**The metal 3 layer**

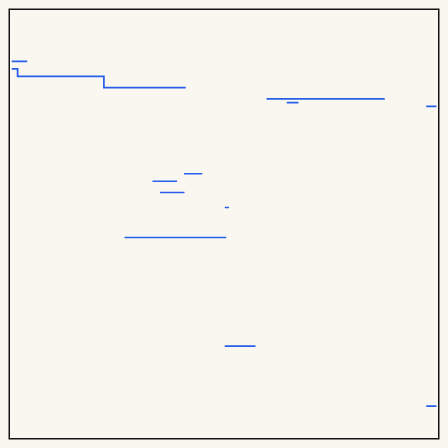
**Where the registers sit**

Other sequential cells in the stronger grey, the rest of the logic in the fainter grey.
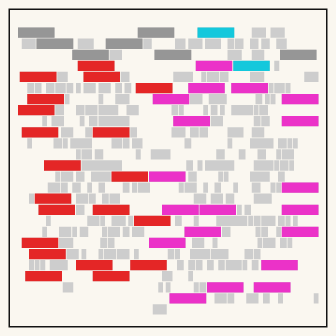
**Pin map**

Pins as bars across the die edge, other pins in grey.
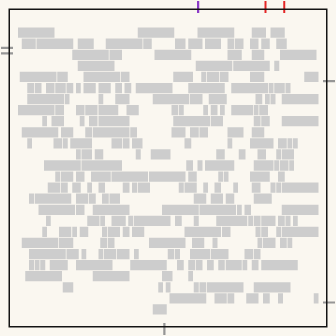
===== config.mk =====
export PLATFORM = sky130hd
export DESIGN_NAME = stopwatch_ctrl_flat
export DESIGN_NICKNAME = d
export VERILOG_FILES = /design/src/rtl/stopwatch_pkg.sv /design/src/rtl/stopwatch_ctrl_if.sv /design/src/rtl/button_debounce.sv /design/src/rtl/stopwatch_ctrl.sv /design/src/flat_wrapper.sv
export SDC_FILE = /design/constraint.sdc
export NUM_CORES = 1
export LEC_CHECK = 0
export CAP_MARGIN = 20
export CORE_MARGIN = 1.5
export CORE_UTILIZATION = 46
export DETAILED_ROUTE_END_ITERATION = 7
export PLACE_DENSITY_LB_ADDON = 0.05
export SLEW_MARGIN = 20
export SYNTH_ARGS = -nofsm -noshare
export SYNTH_HDL_FRONTEND = slang
export SYNTH_HIERARCHICAL = 1
export SYNTH_SLANG_ARGS = --single-unit

===== constraint.sdc =====
create_clock -name sys_clk -period 2.85 [get_ports sys_clk]
set_clock_uncertainty 0.1 [all_clocks]
set_input_delay 0.285 -clock sys_clk [delete_from_list [all_inputs] [get_ports sys_clk]]
set_output_delay 0.285 -clock sys_clk [all_outputs]
set_load 0.02 [all_outputs]

===== src/rtl/stopwatch_pkg.sv =====
// Shared state encoding and default timing parameters for the stopwatch control stage.
package stopwatch_pkg;

  // 2'b11 is unused; the FSM recovers from it to IDLE.
  typedef enum logic [1:0] {
    IDLE    = 2'b00,
    RUNNING = 2'b01,
    PAUSED  = 2'b10
  } state_t;

  localparam int DEF_DEBOUNCE_CYCLES   = 1000000;    // 20 ms at 50 MHz
  localparam int DEF_LONG_PRESS_CYCLES = 100000000;  // 2 s at 50 MHz
  localparam int DEF_TICK_DIV          = 500000;     // 10 ms hundredths tick

endpackage


===== src/rtl/stopwatch_ctrl_if.sv =====
// Button input and control outputs of the stopwatch control stage.
interface stopwatch_ctrl_if;
  import stopwatch_pkg::*;

  logic   trigger_in;
  logic   run_en;
  logic   tick_out;
  logic   clear_pulse;
  state_t state_out;

  modport master (output trigger_in, input run_en, tick_out, clear_pulse, state_out);
  modport slave  (input trigger_in, output run_en, tick_out, clear_pulse, state_out);

endinterface


===== src/rtl/button_debounce.sv =====
// 2-flop synchroniser, stable-count debouncer and registered rising-edge press pulse.
module button_debounce
  import stopwatch_pkg::*;
#(
  parameter int DEBOUNCE_CYCLES = DEF_DEBOUNCE_CYCLES
) (
  input  logic sys_clk,
  input  logic reset,
  input  logic trigger_in,
  output logic level,
  output logic press
);
  localparam int CW = $clog2(DEBOUNCE_CYCLES + 1);

  logic          sync1, sync2, level_q;
  logic [CW-1:0] cnt;

  always_ff @(posedge sys_clk or posedge reset) begin
    if (reset) begin
      sync1   <= 1'b0;
      sync2   <= 1'b0;
      level   <= 1'b0;
      level_q <= 1'b0;
      press   <= 1'b0;
      cnt     <= '0;
    end else begin
      sync1   <= trigger_in;
      sync2   <= sync1;
      level_q <= level;
      press   <= level & ~level_q;
      // Any cycle the input agrees with the accepted level restarts the stability window.
      if (sync2 == level)
        cnt <= '0;
      else if (cnt == CW'(DEBOUNCE_CYCLES - 1)) begin
        level <= sync2;
        cnt   <= '0;
      end else
        cnt <= cnt + 1'b1;
    end
  end

endmodule


===== src/rtl/stopwatch_ctrl.sv =====
// Stopwatch control: debounced start/pause FSM, tick prescaler and long-press clear.
// Long-press clear is built only when STOPWATCH_LONGPRESS_CLR_EN is defined.
module stopwatch_ctrl
  import stopwatch_pkg::*;
#(
  parameter int DEBOUNCE_CYCLES   = DEF_DEBOUNCE_CYCLES,
  parameter int LONG_PRESS_CYCLES = DEF_LONG_PRESS_CYCLES,
  parameter int TICK_DIV          = DEF_TICK_DIV
) (
  input logic             sys_clk,
  input logic             reset,
  stopwatch_ctrl_if.slave bus
);
  localparam int PW = $clog2(TICK_DIV + 1);

  state_t        state;
  logic [PW-1:0] presc;
  logic          level, press, lp_hit;
  logic          run_en_q, tick_q, clear_q;

  button_debounce #(.DEBOUNCE_CYCLES(DEBOUNCE_CYCLES)) u_debounce (
    .sys_clk    (sys_clk),
    .reset      (reset),
    .trigger_in (bus.trigger_in),
    .level      (level),
    .press      (press)
  );

`ifdef STOPWATCH_LONGPRESS_CLR_EN
  localparam int LW = $clog2(LONG_PRESS_CYCLES + 1);
  logic [LW-1:0] lp_cnt;

  // Saturating at the limit keeps the clear to one pulse per hold.
  always_ff @(posedge sys_clk or posedge reset) begin
    if (reset)
      lp_cnt <= '0;
    else if (!level)
      lp_cnt <= '0;
    else if (lp_cnt != LW'(LONG_PRESS_CYCLES))
      lp_cnt <= lp_cnt + 1'b1;
  end

  assign lp_hit = level && (lp_cnt == LW'(LONG_PRESS_CYCLES - 1));
`else
  logic unused;
  assign unused = &{1'b0, level, LONG_PRESS_CYCLES[0]};
  assign lp_hit = 1'b0;
`endif

  always_ff @(posedge sys_clk or posedge reset) begin
    if (reset) begin
      state    <= IDLE;
      presc    <= '0;
      run_en_q <= 1'b0;
      tick_q   <= 1'b0;
      clear_q  <= 1'b0;
    end else begin
      tick_q  <= 1'b0;
      clear_q <= 1'b0;
      // Long-press expiry overrides any press toggle and a coincident terminal count.
      if (lp_hit) begin
        state    <= IDLE;
        presc    <= '0;
        run_en_q <= 1'b0;
        clear_q  <= 1'b1;
      end else begin
        case (state)
          IDLE: begin
            presc <= '0;
            if (press) begin
              state    <= RUNNING;
              run_en_q <= 1'b1;
            end
          end
          RUNNING: begin
            if (presc == PW'(TICK_DIV - 1)) begin
              presc  <= '0;
              tick_q <= 1'b1;
            end else
              presc <= presc + 1'b1;
            if (press) begin
              state    <= PAUSED;
              run_en_q <= 1'b0;
            end
          end
          PAUSED: begin
            if (press) begin
              state    <= RUNNING;
              run_en_q <= 1'b1;
            end
          end
          default: begin
            state    <= IDLE;
            presc    <= '0;
            run_en_q <= 1'b0;
          end
        endcase
      end
    end
  end

  assign bus.run_en      = run_en_q;
  assign bus.tick_out    = tick_q;
  assign bus.clear_pulse = clear_q;
  assign bus.state_out   = state;

endmodule


===== src/flat_wrapper.sv =====
// flat-port wrapper written by rule: the top's interface ports become plain ports
module stopwatch_ctrl_flat import stopwatch_pkg::*;
#(
  parameter int DEBOUNCE_CYCLES   = DEF_DEBOUNCE_CYCLES,
  parameter int LONG_PRESS_CYCLES = DEF_LONG_PRESS_CYCLES,
  parameter int TICK_DIV          = DEF_TICK_DIV
)
  (sys_clk, reset, bus_trigger_in, bus_run_en, bus_tick_out, bus_clear_pulse, bus_state_out);
  stopwatch_ctrl_if bus_i ();
  input logic sys_clk;
  input logic reset;
  input wire logic [$bits(bus_i.trigger_in)-1:0] bus_trigger_in;
  output wire logic [$bits(bus_i.run_en)-1:0] bus_run_en;
  output wire logic [$bits(bus_i.tick_out)-1:0] bus_tick_out;
  output wire logic [$bits(bus_i.clear_pulse)-1:0] bus_clear_pulse;
  output wire logic [$bits(bus_i.state_out)-1:0] bus_state_out;
  assign bus_i.trigger_in = bus_trigger_in;
  assign bus_run_en = bus_i.run_en;
  assign bus_tick_out = bus_i.tick_out;
  assign bus_clear_pulse = bus_i.clear_pulse;
  assign bus_state_out = bus_i.state_out;
  stopwatch_ctrl #(.DEBOUNCE_CYCLES(DEBOUNCE_CYCLES), .LONG_PRESS_CYCLES(LONG_PRESS_CYCLES), .TICK_DIV(TICK_DIV)) u_core (.sys_clk(sys_clk), .reset(reset), .bus(bus_i));
endmodule

==> reports/results.ini <==
[synth]
top_cell_area_share=0.4685
ys_ff=48
ys_types=59
top_area_cell=dfrtp_1
flop_cell=dfrtp_1
floorplan.nets=262

[clocking]
h-tree-depth=2
cts_tree=built
cts_num_sinks=48
ctsResizeCount=0
clockRootBuffer=clkbuf_8
cts_setup_buffers=0
cts_made_buffers=5
clockBufferDepth=2

[setup_path]
r2r_setup_slack_ps=820
worstPathRequired_ps=2930
setup.worst_path.end_class=flop
critPathMaxFanout=11
crit_path_start_kind=flop
rr_startpoint=u_core/u_debounce/cnt[10]
crit_type=flop to flop
cp-startpoint=u_core/u_debounce/cnt[10]

[detailed_routing]
vias_per_cell=5.440
wirelength_um=4732
drc=0
vias=1817

[sta]
rsz0062_at_grt=no
hold_viol_final=0
max_freq_ghz=0.4917
final.setup.worst_slack_ps=816.2
setup_violations=0
max-slew-margin-rel=0.4085
min_period_over_period=0.7136

[power]
power_mw=1.098

[placed_design]
post_dp_cell_area_mm2=0.002671
place_congestion=0.7951
post-dp-hpwl_um=3294

[run]
max-cap-violations=0
tool_warnings=26

[layout]
syn_to_final_growth_pct=7.223
drive_gt1_frac=0.1212
final_common_cell=dfrtp_1
final_cell_mix=dfrtp_1 (48), nand2_1 (34), nor2_1 (25), nand3_1 (14)
final_cell_area_mm2=0.002749
diodes=0

[status]
status=complete, no violations

[floorplan]
coreArea_mm2=0.005238
fp-row-count=26
fp-utilization=0.4895
chipArea_mm2=0.006030

[worst_hold_path]
hp-class=flop to flop
whs_path_depth=0

[global_route]
first_global_vias=1811

## Picture notes: 'the metal 3 layer'
nets with wire on the layer: 9
share of all routed wire: 2.1%
main direction: horizontal
wire length on this layer: 98.3 um
longest straight run: 21.2 um

## Picture notes: 'where the registers sit'
legend:
  cyan:
    netlist_name: `u_core/bus.state_out`
    flops: 2
  red:
    netlist_name: `u_core/u_debounce/cnt`
    flops: 20
  magenta:
    netlist_name: `u_core/presc`
    flops: 19
not coloured: 7

## Picture notes: 'pin map'
legend:
  purple:
    port: `bus_run_en`
    pins: 1
    direction: output
    edge: top
  red:
    port: `bus_state_out`
    pins: 2
    direction: output
    edge: top
all pins by edge: 3 top, 2 right, 2 left, 1 bottom
die height: 77.66 um
Port-buffer cells: 6

==> critical path, stage by stage (launching register included) <==
cell and delay, ps:
dfrtp_1 420, nor4_1 330, nand2_1 160, o41ai_4 570, buf_4 280, a21oi_1 60
==> registers in the layout, summed over array words and instances (netlist names) <==
register                   cells
u_core/u_debounce/sync2        1
u_core/bus.run_en              1
u_core/bus.state_out           2
u_core/u_debounce/level        1
u_core/u_debounce/sync1        1
u_core/u_debounce/level_q      1
u_core/presc                  19
u_core/bus.tick_out            1
u_core/u_debounce/press        1
u_core/u_debounce/cnt         20
==> stage by stage <==
stage,instances,hold slack [ps],utilization
3_3_place_gp,327,234.0,0.5100
5_1_grt,334,272.0,0.5248
4_1_cts,334,260.6,0.5248
3_5_place_dp,327,240.3,0.5100
6_report,334,254.1,0.5248
2_1_floorplan,257,186.9,-
==> cell families after synthesis <==
kind of cell,synth area share
xor+xnor,0.06833
buf+inv,0.03319
other cells,0.001463
mux,0.02050
fa+ha+maj,0.009759
compound gates,0.1147
flops,0.4685
simple gates,0.2836
==> metal layers <==
metal  share of wire  vias up  global-route usage
met5               0        -                   0
met4          0.0085        0             0.05091
met3           0.021        5             0.03882
met2            0.50       17              0.3035
met1            0.47      864              0.2273
li1                -      931                   -
==> how the worst min path moves through the flow <==
stage | from | endpoint
after floorplan | reset | u_core/bus.run_en
after global placement | u_core/u_debounce/sync1 | u_core/u_debounce/sync2
after detailed placement | u_core/u_debounce/sync1 | u_core/u_debounce/sync2
after CTS | u_core/u_debounce/sync1 | u_core/u_debounce/sync2
after global routing | u_core/u_debounce/sync1 | u_core/u_debounce/sync2
final | u_core/u_debounce/sync1 | u_core/u_debounce/sync2
==> synth_stat cells, types with 2 or more instances <==
master / instances
nand2_1: 34
or4b_4: 2
nor4_1: 5
o31ai_1: 2
buf_2: 2
xor2_1: 9
xnor2_1: 11
inv_1: 6
nor2b_1: 3
and4_4: 2
or4_1: 2
or3_1: 4
nor3_1: 5
mux2_2: 2
buf_6: 3
nand4_1: 7
a21oi_1: 11
and3_1: 3
nor4_4: 2
mux2i_1: 3
nand3_1: 14
a31oi_1: 2
nand2b_1: 2
o21ai_0: 11
dfrtp_1: 48
and4_1: 2
nor2_1: 25
clkbuf_1: 2
ha_1: 2
o21ai_2: 2
==> layout make-up <==
class,count,area [um2],area share
Sequential cell,48,1201,0.4370
Tap cell,70,87.58,0.03186
Clock buffer,6,72.57,0.02640
Timing Repair Buffer,9,82.58,0.03004
Clock inverter,1,5.005,0.001821
Multi-Input combinational cell,194,1277,0.4647
Inverter,6,22.52,0.008193
==> power breakdown <==
group          leakage (nW)  internal, mW  switching, mW
combinational         0.456       0.00945         0.0231
clock                0.0410         0.167          0.209
sequential            0.664         0.685        0.00405
Power is estimated from default activity; no workload was simulated.
